$ cat src/rtl/unidade_controle_multiciclo.sv
// Multi-cycle control unit: fetch/decode/execute/memory/write-back sequencer with halt state.
// Optional memory-wait timeout enabled by defining TIMEOUT_MEMORIA_EN (limit set by LIMITE_ESPERA).
module unidade_controle_multiciclo #(
    parameter int LIMITE_ESPERA = 16
) (
    input  logic        i_Clock,
    input  logic        i_Reset,
    input  logic [31:0] i_Instrucao,
    input  logic        i_Sinal_Desvio,
    input  logic        i_Memoria_Pronta,
    input  logic        i_Continuar,
    output logic [5:0]  o_Modo_Funcao_UC,
    output logic        o_Seleciona_Imediato,
    output logic        o_Le_Memoria,
    output logic        o_Escreve_Memoria,
    output logic        o_Escreve_Registrador,
    output logic        o_Escreve_IR,
    output logic        o_Escreve_PC,
    output logic [1:0]  o_Seleciona_PC,
    output logic [2:0]  o_Estado,
    output logic        o_Parado,
    output logic        o_Opcode_Invalido,
    output logic        o_Erro_Memoria
);

    localparam logic [5:0] OP_ADD   = 6'b000000;
    localparam logic [5:0] OP_SUB   = 6'b000001;
    localparam logic [5:0] OP_MULT  = 6'b000010;
    localparam logic [5:0] OP_DIV   = 6'b000011;
    localparam logic [5:0] OP_AND   = 6'b000100;
    localparam logic [5:0] OP_OR    = 6'b000101;
    localparam logic [5:0] OP_NOT   = 6'b000110;
    localparam logic [5:0] OP_XOR   = 6'b000111;
    localparam logic [5:0] OP_SHR   = 6'b001000;
    localparam logic [5:0] OP_SHL   = 6'b001001;
    localparam logic [5:0] OP_BEQ   = 6'b001010;
    localparam logic [5:0] OP_BNE   = 6'b001011;
    localparam logic [5:0] OP_BLE   = 6'b001100;
    localparam logic [5:0] OP_BGR   = 6'b001101;
    localparam logic [5:0] OP_ADDI  = 6'b010000;
    localparam logic [5:0] OP_SUBI  = 6'b010001;
    localparam logic [5:0] OP_LOAD  = 6'b100000;
    localparam logic [5:0] OP_STORE = 6'b100001;
    localparam logic [5:0] OP_JMP   = 6'b100010;
    localparam logic [5:0] OP_NOP   = 6'b111110;
    localparam logic [5:0] OP_HALT  = 6'b111111;

    typedef enum logic [2:0] {
        BUSCA      = 3'd0,
        DECODIFICA = 3'd1,
        EXECUTA    = 3'd2,
        MEMORIA    = 3'd3,
        ESCRITA    = 3'd4,
        PARADO     = 3'd5
    } estado_t;

    if (LIMITE_ESPERA < 1) begin : g_check_limite
        $error("LIMITE_ESPERA must be at least 1");
    end

    estado_t    r_state;
    estado_t    w_next;
    logic [5:0] r_opcode;

    logic       w_isAlu;
    logic       w_isBranch;
    logic       w_isLoad;
    logic       w_isStore;
    logic       w_isJmp;
    logic       w_isNop;
    logic       w_isHalt;
    logic       w_isValid;
    logic       w_waitHit;

    logic [5:0] w_modo;
    logic       w_imm;
    logic       w_le;
    logic       w_em;
    logic       w_er;
    logic       w_ir;
    logic       w_pc;
    logic [1:0] w_selPc;
    logic       w_inval;

    // Only the opcode field of the instruction word matters to the control unit.
    logic       w_unused_bits;
    assign w_unused_bits = &{1'b0, i_Instrucao[25:0]};

    assign w_isAlu    = r_opcode inside {OP_ADD, OP_SUB, OP_MULT, OP_DIV, OP_AND, OP_OR,
                                         OP_NOT, OP_XOR, OP_SHR, OP_SHL, OP_ADDI, OP_SUBI};
    assign w_isBranch = r_opcode inside {OP_BEQ, OP_BNE, OP_BLE, OP_BGR};
    assign w_isLoad   = (r_opcode == OP_LOAD);
    assign w_isStore  = (r_opcode == OP_STORE);
    assign w_isJmp    = (r_opcode == OP_JMP);
    assign w_isNop    = (r_opcode == OP_NOP);
    assign w_isHalt   = (r_opcode == OP_HALT);
    assign w_isValid  = w_isAlu | w_isBranch | w_isLoad | w_isStore | w_isJmp;

`ifdef TIMEOUT_MEMORIA_EN
    localparam int W_ESPERA = $clog2(LIMITE_ESPERA + 1);

    logic [W_ESPERA-1:0] r_wait;
    logic                r_erro;
    logic                w_esperando;

    assign w_esperando = ((r_state == BUSCA) || (r_state == MEMORIA)) && !i_Memoria_Pronta;
    assign w_waitHit   = w_esperando && (r_wait == W_ESPERA'(LIMITE_ESPERA - 1));

    // Wait counter restarts whenever the FSM changes state, so each wait is timed from entry.
    always_ff @(posedge i_Clock) begin
        if (i_Reset) begin
            r_wait <= '0;
        end else if (w_next != r_state) begin
            r_wait <= '0;
        end else if (w_esperando) begin
            r_wait <= r_wait + W_ESPERA'(1);
        end
    end

    always_ff @(posedge i_Clock) begin
        if (i_Reset) begin
            r_erro <= 1'b0;
        end else if (w_waitHit) begin
            r_erro <= 1'b1;
        end else if ((r_state == PARADO) && i_Continuar) begin
            r_erro <= 1'b0;
        end
    end

    assign o_Erro_Memoria = r_erro;
`else
    assign w_waitHit      = 1'b0;
    assign o_Erro_Memoria = 1'b0;
`endif

    always_ff @(posedge i_Clock) begin
        if (i_Reset) begin
            r_state  <= BUSCA;
            r_opcode <= '0;
        end else begin
            r_state <= w_next;
            if ((r_state == BUSCA) && i_Memoria_Pronta) begin
                r_opcode <= i_Instrucao[31:26];
            end
        end
    end

    always_comb begin
        w_next  = r_state;
        w_modo  = 6'b000000;
        w_imm   = 1'b0;
        w_le    = 1'b0;
        w_em    = 1'b0;
        w_er    = 1'b0;
        w_ir    = 1'b0;
        w_pc    = 1'b0;
        w_selPc = 2'b00;
        w_inval = 1'b0;

        case (r_state)
            BUSCA: begin
                w_le = 1'b1;
                if (i_Memoria_Pronta) begin
                    w_ir   = 1'b1;
                    w_pc   = 1'b1;
                    w_next = DECODIFICA;
                end else if (w_waitHit) begin
                    w_next = PARADO;
                end
            end
            DECODIFICA: begin
                if (w_isHalt) begin
                    w_next = PARADO;
                end else if (w_isNop) begin
                    w_next = BUSCA;
                end else if (!w_isValid) begin
                    w_inval = 1'b1;
                    w_next  = BUSCA;
                end else begin
                    w_next = EXECUTA;
                end
            end
            EXECUTA: begin
                if (w_isAlu) begin
                    w_modo = r_opcode;
                    w_imm  = (r_opcode == OP_ADDI) || (r_opcode == OP_SUBI);
                    w_next = ESCRITA;
                end else if (w_isBranch) begin
                    w_modo  = r_opcode;
                    w_pc    = 1'b1;
                    w_selPc = {1'b0, i_Sinal_Desvio};
                    w_next  = BUSCA;
                end else if (w_isLoad || w_isStore) begin
                    w_modo = OP_ADD;
                    w_imm  = 1'b1;
                    w_next = MEMORIA;
                end else begin
                    if (w_isJmp) begin
                        w_pc    = 1'b1;
                        w_selPc = 2'b10;
                    end
                    w_next = BUSCA;
                end
            end
            MEMORIA: begin
                w_le = w_isLoad;
                w_em = w_isStore;
                if (i_Memoria_Pronta) begin
                    w_next = w_isLoad ? ESCRITA : BUSCA;
                end else if (w_waitHit) begin
                    w_next = PARADO;
                end
            end
            ESCRITA: begin
                w_er   = 1'b1;
                w_next = BUSCA;
            end
            PARADO: begin
                if (i_Continuar) begin
                    w_next = BUSCA;
                end
            end
            default: begin
                w_next = BUSCA;
            end
        endcase
    end

    // Reset masks every strobe immediately so nothing fires while it is held.
    assign o_Modo_Funcao_UC      = i_Reset ? 6'b000000 : w_modo;
    assign o_Seleciona_Imediato  = w_imm   & ~i_Reset;
    assign o_Le_Memoria          = w_le    & ~i_Reset;
    assign o_Escreve_Memoria     = w_em    & ~i_Reset;
    assign o_Escreve_Registrador = w_er    & ~i_Reset;
    assign o_Escreve_IR          = w_ir    & ~i_Reset;
    assign o_Escreve_PC          = w_pc    & ~i_Reset;
    assign o_Seleciona_PC        = i_Reset ? 2'b00 : w_selPc;
    assign o_Opcode_Invalido     = w_inval & ~i_Reset;
    assign o_Parado              = (r_state == PARADO) & ~i_Reset;
    assign o_Estado              = r_state;

endmodule

$ cat config.mk
export PLATFORM = sky130hd
export DESIGN_NAME = unidade_controle_multiciclo
export DESIGN_NICKNAME = d
export VERILOG_FILES = /design/src/rtl/unidade_controle_multiciclo.sv
export SDC_FILE = /design/constraint.sdc
export NUM_CORES = 1
export LEC_CHECK = 0
export CAP_MARGIN = 20
export CELL_PAD_IN_SITES_DETAIL_PLACEMENT = 0
export CELL_PAD_IN_SITES_GLOBAL_PLACEMENT = 2
export CORE_MARGIN = 1.5
export CORE_UTILIZATION = 16
export DETAILED_ROUTE_END_ITERATION = 6
export HOLD_SLACK_MARGIN = 0.15
export PLACE_DENSITY = 0.8
export SYNTH_ARGS = -nofsm -noshare
export SYNTH_HDL_FRONTEND = slang
export SYNTH_SLANG_ARGS = --single-unit
$ cat constraint.sdc
create_clock -name i_Clock -period 2.46 [get_ports i_Clock]
set_input_delay 0.738 -clock i_Clock [delete_from_list [all_inputs] [get_ports i_Clock]]
set_output_delay 0.738 -clock i_Clock [all_outputs]
set_load 0.05 [all_outputs]
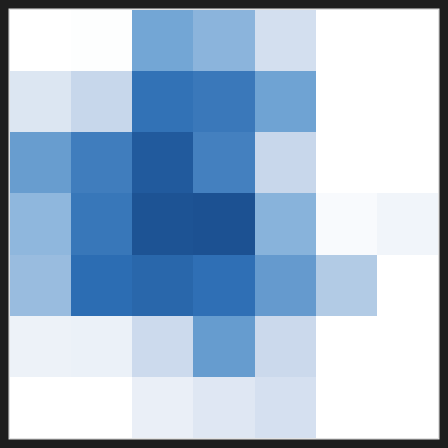
**Above:** run 1 (placement density heat map).
The die is cut into 7 by 7 equal tiles; white is low, dark blue is high, 0 to 100% covered.
nearly empty tiles: 31%
emptiest ninth of the die: top right
densest ninth of the die: middle

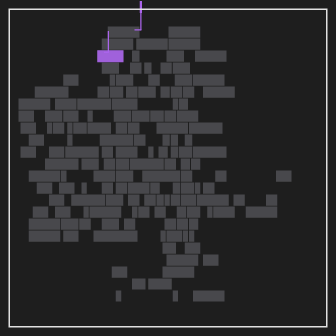
**Above:** run 1 (wires at chosen ports, followed through buffers).
legend:
  o_Seleciona_Imediato:
    colour: purple
    bits: 1
    direction: output
    end_cells: 1
    buffers: 1
    wire: 11.3 um

==> results.txt, run 1 <==
Run status = complete, but fails checks
Failing checks = setup timing
First-pass GRT wire length = 4.30 mm
Placed cell area = 1420 um2
RSZ-0062 raised after global routing = yes
Basic Gates by Area = 33.8%
Worst EP required = 1720 ps
Share of layout cells above drive strength 1 = 56.8%
Yosys stat area = 754 um2
Main logic family = simple AND/OR/NAND/NOR gates
Dpl hpwl = 2.06 mm
Worst-Skew Late Latency = 240 ps
Worst-margin pin slew = 499 ps
Setup TNS = -1760 ps
IO Pins = 57
Top cell area share = 23.9%
Non-clock buffers = 59
WL met1 = 1.15 mm
Number of global-route vias before repair = 892
Die Y-Extent = 71.7 um
Finish-stage setup viols = 11
# H-tree levels = 1
CTS clk-pin slew, worst paths = 50 ps
Logic area = 638 um2
Fin crit period = 2680 ps
Finished Cell Area = 1650 um2
Aoi share = 18.1%
Post-Synth Adder-Cell Area = 0%
Maximum VDD drop = 0.320 mV
Pwr Total = 0.000682 W
Worst min-delay path category = reg2reg
Critical Path AT = 1940 ps
Flops & latches, synth = 9
Initial antenna violation count = 0
Residual DRC count = 0
Seq cells = 9
Final setup skew = 1.10 ps
Maxcap violations = 0
Mapped cell area = 754 um2
Layout clock area frac = 2.80%
PnR worst setup slack = -221 ps
GRT Overall Usage = 10.6%
Register area = 189 um2
Number of slew-limit violations in the final report = 0
Top Usage Layer GRT = met2
Chip area = 5140 um2
# nets final = 186
Cell type with the largest total area = dfxtp_1
Diodes inserted = 0
Highest metal used = met3
P_leak = 0.652 nW
Endpoint type of the worst setup path = output port
Most numerous logic cells after layout = 26 x buf_4, 16 x buf_12, 10 x clkdlybuf4s50_1
Yosys cell count = 93
M3 GR Usage = 3.23%
Global route overflow = 0
CTS Buf Count = 3
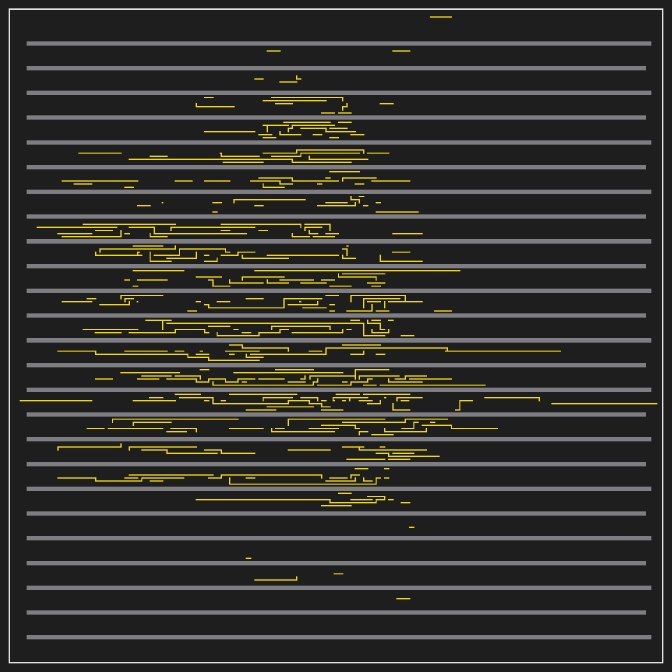
**Above:** run 1 (metal 1).
Supply wires on this layer in grey.
nets with wire on the layer: 132
longest straight run: 22.5 um
final wirelength: 2.68 mm
Via Count: 903
met1 GRT Util: 13.0%

==> run 1: synth_stat cells, types with 2 or more instances <==
| library cell | number |
|---|---|
| nor2_1 | 11 |
| dfxtp_1 | 9 |
| mux2i_1 | 6 |
| and3_1 | 5 |
| inv_1 | 5 |
| clkbuf_8 | 4 |
| nor3_1 | 4 |
| a21oi_1 | 3 |
| nand2_1 | 3 |
| nand2b_1 | 3 |
| nand4_1 | 3 |
| buf_4 | 2 |
| nor4_1 | 2 |
| nor4b_1 | 2 |
| o22ai_1 | 2 |
| or3_1 | 2 |
| xnor2_1 | 2 |
==> run 1: per-stage QoR <==
stage	hold WS (ps)	std cells
6_report	566	200
5_1_grt	596	200
4_1_cts	577	196
3_5_place_dp	591	188
3_3_place_gp	545	188
2_1_floorplan	572	94
==> run 1: what timing repair did <==
item                                    4_1_cts  5_1_grt
pin swaps                                    13       10
endpoints found under the setup margin       15       12
resized                                      26       12
buffers inserted                              4        4
==> run 1: registers in the layout (all words and copies together), names as in the netlist <==
register	flops
o_Estado	3
r_opcode	6
==> run 1: worst paths after layout <==
kind / start / endpoint / slack, ps
setup / recovery: i_Reset / o_Modo_Funcao_UC[4] / -220
hold / removal: r_opcode[4] / r_opcode[4] / 570
setup reg to reg: o_Estado[2] / o_Estado[2] / 810
hold reg to reg: r_opcode[4] / r_opcode[4] / 570
==> run 1: power by group <==
group	leakage, nW	internal [W]	switching [W]	total, W
Sequential	0.0766	0.000162	0.0000148	0.000176
Combinational	0.550	0.000157	0.000170	0.000328
Clock	0.0255	0.000111	0.0000665	0.000178
Total	0.652	0.000430	0.000252	0.000682
==> run 1: worst max-delay path, stage by stage <==
cell	delay, ps
buf_8	100
or4b_4	550
nor2_4	170
and4_4	240
buf_12	130
==> run 1 -> run 2 <==
--- a/config.mk
+++ b/config.mk
@@ -5,11 +5,11 @@
 export SDC_FILE = /design/constraint.sdc
 export NUM_CORES = 1
 export LEC_CHECK = 0
-export CAP_MARGIN = 20
 export CELL_PAD_IN_SITES_DETAIL_PLACEMENT = 0
 export CELL_PAD_IN_SITES_GLOBAL_PLACEMENT = 2
 export CORE_MARGIN = 1.5
 export CORE_UTILIZATION = 16
+export CTS_CLUSTER_DIAMETER = 100
 export DETAILED_ROUTE_END_ITERATION = 6
 export HOLD_SLACK_MARGIN = 0.15
 export PLACE_DENSITY = 0.8
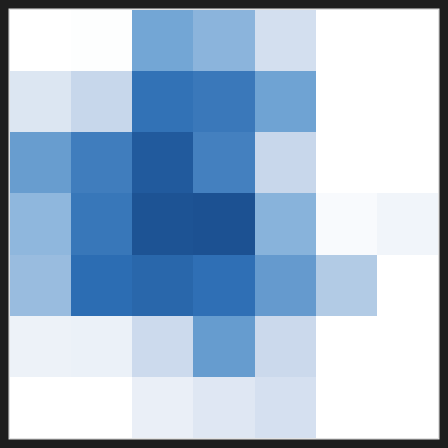
**Above:** run 2 (placement density heat map).
The die is cut into 7 by 7 equal tiles; white is low, dark blue is high, 0 to 100% covered.
fullest tile: 87%
nearly empty tiles: 31%
tiles over 75% full: 10%
mean over tiles: 31%
densest ninth of the die: middle
Core ar.: 4440 um2
Final Util: 37.2%
Initial Util: 17.0%

==> run 2 against run 1 <==
- the run still ends with setup timing left
- count of clock-buffer cells in the layout stayed put
- maximum frequency stayed put
- clock skew stayed put
- routed wire length stayed put
- utilization stayed put
- critical path depth stayed put
- power stayed put
- synthesized cell count stayed put
- highest routed layer unchanged
==> results.txt, run 2 <==
Run status = complete, but fails checks (unchanged)
Failing checks = setup timing (unchanged)
Pwr Total = 0.000682 W (unchanged)
Seq share, synth = 23.9% (unchanged)
Worst stage delay on the critical path = 550 ps (about the same)
Maximum VDD drop = 0.320 mV (unchanged)
GRT Overall Usage = 10.6% (unchanged)
Register share of total power = 25.9% (about the same)
Critical Path AT = 1940 ps (about the same)
Worst-Skew Late Latency = 240 ps (about the same)
Global route overflow = 0 (unchanged)
Top cell type by instance count after synthesis = nor2_1 (unchanged)
Non-filler instance count after layout = 200 (unchanged)
Number of slew-limit violations in the final report = 0 (unchanged)
Hold_sp = r_opcode[4] (unchanged)
Hold EP = r_opcode[4] (unchanged)
CTS Buf Count = 3 (unchanged)
# H-tree levels = 1 (unchanged)
Number of global-route vias before repair = 892 (unchanged)
Worst R2R Setup Slack = 810 ps (about the same)
Top cell area share = 23.9% (unchanged)
Sw Ratio = 36.9% (unchanged)
Gate power share = 48.1% (about the same)
Most flops, register = r_opcode (unchanged)
Crit-path slowest cell = or4b_4 (unchanged)
Endpoint type of the worst setup path = output port (unchanged)
Finished Cell Area = 1650 um2 (unchanged)
Max reg flops = 6 (unchanged)
Int Power = 0.000430 W (unchanged)
Worst min-delay path category = reg2reg (unchanged)
RSZ-0062 raised after global routing = yes (unchanged)
First-pass GRT wire length = 4.30 mm (unchanged)
Cell type with the largest total area = dfxtp_1 (unchanged)
Worst-path cell chain = buf_8 > or4b_4 > nor2_4 > and4_4 > buf_12 (unchanged)
Finish-stage setup viols = 11 (unchanged)
Setup TNS = -1760 ps (unchanged)
Yosys stat area = 754 um2 (unchanged)
Via Count = 903 (unchanged)
Chip area = 5140 um2 (unchanged)
Fin Hold WS = 566 ps (unchanged)
PnR worst setup slack = -221 ps (unchanged)
Clk network pwr share = 26.1% (about the same)
Register area = 189 um2 (unchanged)
Delay-heaviest family, CP = simple AND/OR/NAND/NOR gates (unchanged)
Yosys warnings = 0 (unchanged)
FF-to-FF Start = o_Estado[2] (unchanged)
# nets final = 186 (unchanged)
Diodes inserted = 0 (unchanged)
P_leak = 0.652 nW (unchanged)
CTS clk-pin slew, worst paths = 50 ps (about the same)
Logic area = 638 um2 (unchanged)
Maxcap violations = 0 (unchanged)
NetSw = 0.000252 W (unchanged)
Final wirelength = 2.68 mm (unchanged)
Placer Congestion = 0.833 (unchanged)
Worst EP required = 1720 ps (about the same)
Share of layout cells above drive strength 1 = 56.8% (unchanged)
WP buf/inv = 2 (unchanged)
Die Y-Extent = 71.7 um (unchanged)
[run 2: cell counts after synthesis]
No cell type changed its count.
[run 2: final cells by class]
cell class	count	share of cell area (%)
inverters	5	1.14
well taps	52	3.94
flip-flops and latches	9	11.4
repair buffers	59	42.1
clock buffers	3	2.50
multi-input cells	71	38.6
clock inverters	1	0.303
[run 2: tightest hold or removal path, cell delays in order, from the launching register on]
cell and delay, ps:
dfxtp_2 360, mux2i_1 80, nor2_1 80
[run 2: cell families after synthesis]
family	share of synthesized area, %
other cells	0.497
simple gates	33.8
compound gates	18.1
mux	7.96
xor+xnor	2.32
buf+inv	13.4
flops	23.9
[run 2: worst max path at each step]
stage | start | endpoint | slack, ps | cells past startpoint
finish | i_Reset | o_Modo_Funcao_UC[4] | -220 | 5
global route | r_opcode[3] | o_Le_Memoria | -280 | 6
CTS | i_Reset | o_Modo_Funcao_UC[4] | -270 | 5
detailed placement | i_Reset | o_Modo_Funcao_UC[4] | -630 | 5
global placement | i_Reset | o_Modo_Funcao_UC[4] | -630 | 5
floorplan | i_Reset | o_Seleciona_PC[1] | -170 | 2
[run 2: repair_timing]
action                                  CTS  global route
pin swaps                                13            10
endpoints found under the setup margin   15            12
endpoints found under the hold margin     0             0
resized                                  26            12
buffers inserted                          4             4
[run 2: power groups by stage]
stage          Sequential [W]  Clock [W]  Combinational, W
6_report             0.000176   0.000178          0.000328
2_1_floorplan        0.000192          0          0.000154
5_1_grt              0.000179   0.000191          0.000347
3_3_place_gp         0.000175          0          0.000274
4_1_cts              0.000175   0.000179          0.000308
3_5_place_dp         0.000176          0          0.000280
[run 2: layer usage]
metal  global-route usage [%]  up-vias  routed length [um]
met4                     1.26        0                   0
met3                     3.23        0                 117
met1                     13.0      425                1150
met5                        0        -                   0
met2                     18.8       20                1410
li1                         -      458                   -
Power is estimated from default activity; no workload was simulated.
